**config.mk**
```make
export PLATFORM = sky130hd
export DESIGN_NAME = settle_timer
export DESIGN_NICKNAME = d
export VERILOG_FILES = /design/src/rtl/truth_table_checker_pkg.sv /design/src/rtl/truth_table_checker_settle_timer.sv
export SDC_FILE = /design/constraint.sdc
export NUM_CORES = 1
export LEC_CHECK = 0
export ABC_AREA = 1
export CAP_MARGIN = 40
export CORE_AREA = 2 2 39 41
export CTS_CLUSTER_DIAMETER = 80
export DETAILED_ROUTE_END_ITERATION = 8
export DIE_AREA = 0 0 41 43
export PLACE_DENSITY_LB_ADDON = 0.05
export SETUP_SLACK_MARGIN = 0.4
export SLEW_MARGIN = 15
export SYNTH_ARGS = -nofsm -noshare
export SYNTH_HDL_FRONTEND = slang
export SYNTH_SLANG_ARGS = --single-unit
```
**constraint.sdc**
```tcl
create_clock -name clk -period 1.5 [get_ports clk]
set_clock_uncertainty 0.05 [all_clocks]
set_input_delay 0.3 -clock clk [delete_from_list [all_inputs] [get_ports clk]]
set_output_delay 0.3 -clock clk [all_outputs]
set_load 0.01 [all_outputs]
```
**src/rtl/truth_table_checker_pkg.sv**
```systemverilog
// rtl/truth_table_checker_pkg.sv - shared widths, state encoding and golden truth tables
package truth_table_checker_pkg;

  localparam int IDX_W = 2;
  localparam int CNT_W = 4;

  localparam logic [1:0] ST_IDLE   = 2'd0;
  localparam logic [1:0] ST_SETTLE = 2'd1;
  localparam logic [1:0] ST_SAMPLE = 2'd2;
  localparam logic [1:0] ST_FINISH = 2'd3;

  typedef enum logic [1:0] {
    S_IDLE   = ST_IDLE,
    S_SETTLE = ST_SETTLE,
    S_SAMPLE = ST_SAMPLE,
    S_FINISH = ST_FINISH
  } state_t;

  // Truth tables are indexed by {x,y}
  localparam logic [3:0] TT_F4   = 4'b1101;
  localparam logic [3:0] TT_NAND = 4'b0111;
  localparam logic [3:0] TT_OR   = 4'b1110;

  function automatic logic expect_bit(input logic [3:0] tt, input logic [IDX_W-1:0] idx);
    return tt[idx];
  endfunction

endpackage

```
**src/rtl/truth_table_checker_settle_timer.sv**
```systemverilog
// rtl/truth_table_checker_settle_timer.sv - loadable down-counter with zero flag
module settle_timer
  import truth_table_checker_pkg::*;
(
  input  logic             clk,
  input  logic             rst,
  input  logic             load,
  input  logic [CNT_W-1:0] load_value,
  output logic             zero
);

  logic [CNT_W-1:0] count;

  // Load has priority; otherwise count down and park at zero
  always_ff @(posedge clk or posedge rst) begin
    if (rst) begin
      count <= '0;
    end else if (load) begin
      count <= load_value;
    end else if (count != '0) begin
      count <= count - 1'b1;
    end
  end

  assign zero = (count == '0);

endmodule

```
==> images/class_map.png <==
Scale bar: 10 µm.
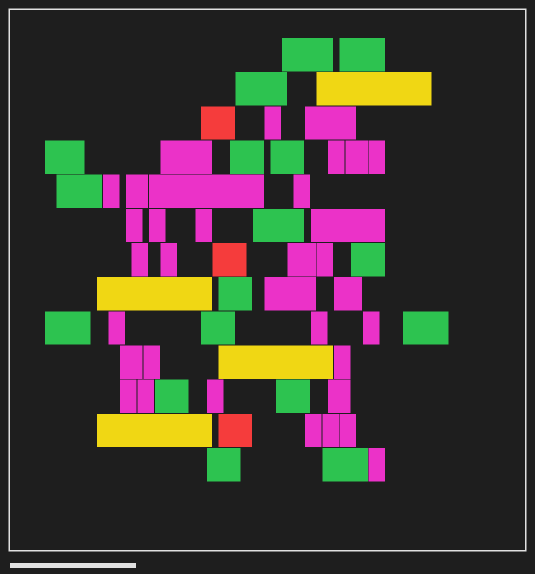
Key: remaining buffers and delay cells = green [cells 17, share of their area 33%]; registers = yellow [cells 4, share of their area 21%]; clock-net drivers = red [cells 3, share of their area 4.8%]; remaining logic cells = magenta [cells 34, share of their area 41%]

==> images/clock_nets.png <==
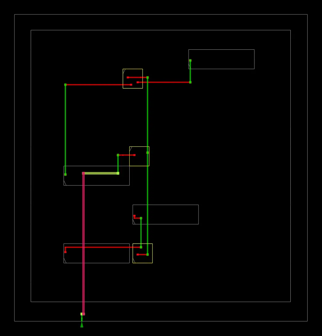
CTS Buf Count: 3
clock-net power: 0.138 mW
# clock sinks: 4

==> images/route_heat.png <==
Scale bar: 10 µm. The die is cut into 8 by 9 equal tiles; dark purple is low, yellow is high, scaled to the fullest tile. Values are wire area over tile area, all layers added.
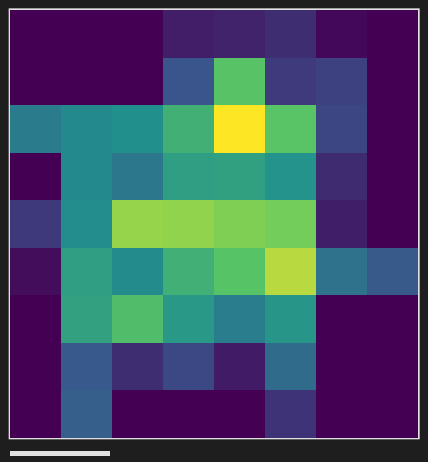
The emptiest ninth of the die: south-east. The densest ninth of the die: centre. The fullest tile reaches 0.21. 26% of the tiles are over half the peak. The mean over all tiles is 0.060.

==> images/m1.png <==
Supply wires on this layer in grey.
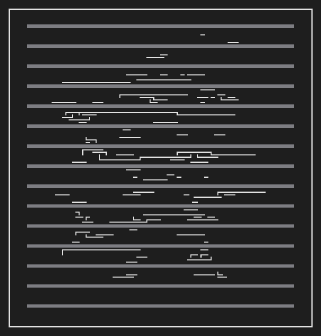
The layer carries 243 µm of wire. The layer holds 36% of the routed length. The longest straight run is 15.2 µm.

==> images/m2.png <==
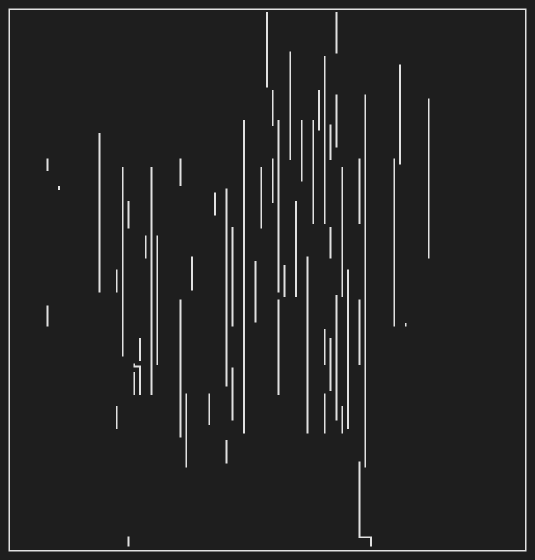
The wires run mostly vertical. The longest straight run is 29.6 µm.

==> results.tsv <==
metric	value	unit
fp_util	0.187	
grt_pass1_wl	1.10	mm
cp-end-kind	primary output	
hpwl	505	µm
p_per_area	1230	nW/µm²
synth_area_per_cell	6.82	µm²
route.vias.total	286	
root_buffer	clkbuf_4	
total_power	0.601	mW
finalWorstSetupSlack	130	ps
io_pins	8	
yosys_area	259	µm²
die_h	43	µm
clock_path_buffers	2	
post_drt_wl_per_cell	9.18	µm
cts.clk_slew.worst_paths	40	ps
n_antenna_cell	0	
dpl_cell_area	407	µm²
seq_area_frac_synth	0.386	
crit_type	reg2out	
largest_reg_flops	4	
vdd.ir_drop.worst	0.000431	V
cts_tree	built	
grt_util_all_layers	0.103	
fp_nets	46	
dp.cells	67	
outcome	finished clean	
rows	14	
-- synth_stat cells, drive strengths merged --
library cell / n / area, µm²
nor2: 3 / 21.3
dfrtp: 4 / 100
nand3: 1 / 5.00
inv: 8 / 30.0
ha: 1 / 12.5
xnor2: 1 / 8.76
o21ai: 3 / 15.0
nand2: 17 / 66.3
-- report_power, final --
| group | total, mW | switching (mW) | internal [mW] | leakage [nW] |
|---|---|---|---|---|
| Combinational | 0.308 | 0.130 | 0.178 | 0.197 |
| Sequential | 0.155 | 0.0202 | 0.135 | 0.0484 |
| Clock | 0.138 | 0.0482 | 0.0898 | 0.0138 |
| Total | 0.601 | 0.198 | 0.403 | 0.259 |
-- logic make-up after synthesis --
logic type,count (synthesis),share of synthesized area
simple gates,21,0.357
buf+inv,8,0.116
flops,4,0.386
compound gates,3,0.0580
xor+xnor,1,0.0338
fa+ha+maj,1,0.0483
-- repair_timing --
item	CTS	global route
buffers inserted	3	1
endpoints found under the setup margin	5	5
pin swaps	3	2
gates resized	10	5
-- worst max-delay path, stage by stage (launching register included) --
cell and delay (ps):
dfrtp_1 390, inv_2 70, ha_4 140, nand2_4 50, inv_2 50, buf_6 90
-- per-layer routing --
metal	wire, µm	track usage
met5	0	0
met4	19	0.120
met3	22	0.0157
met2	393	0.166
met1	242	0.0906
-- worst paths after layout --
check / start / to / slack, ps / depth (start not counted)
min reg2reg: count[1] / count[1] / 560 / 3
min: rst / count[2] / 200 / 2
max in group asynchronous: rst / count[0] / 1030 / 2
min in group clk: load / count[2] / 540 / 3
max reg2reg: count[1] / count[0] / 200 / 9
max: count[1] / zero / 130 / 5
-- cell type report --
type	instances	area share
flip-flops and latches	4	0.205
repair buffers	17	0.312
inverters	8	0.0614
multi-input cells	26	0.335
well taps	16	0.0409
clock buffers	3	0.0460
Power is estimated from default activity; no workload was simulated.
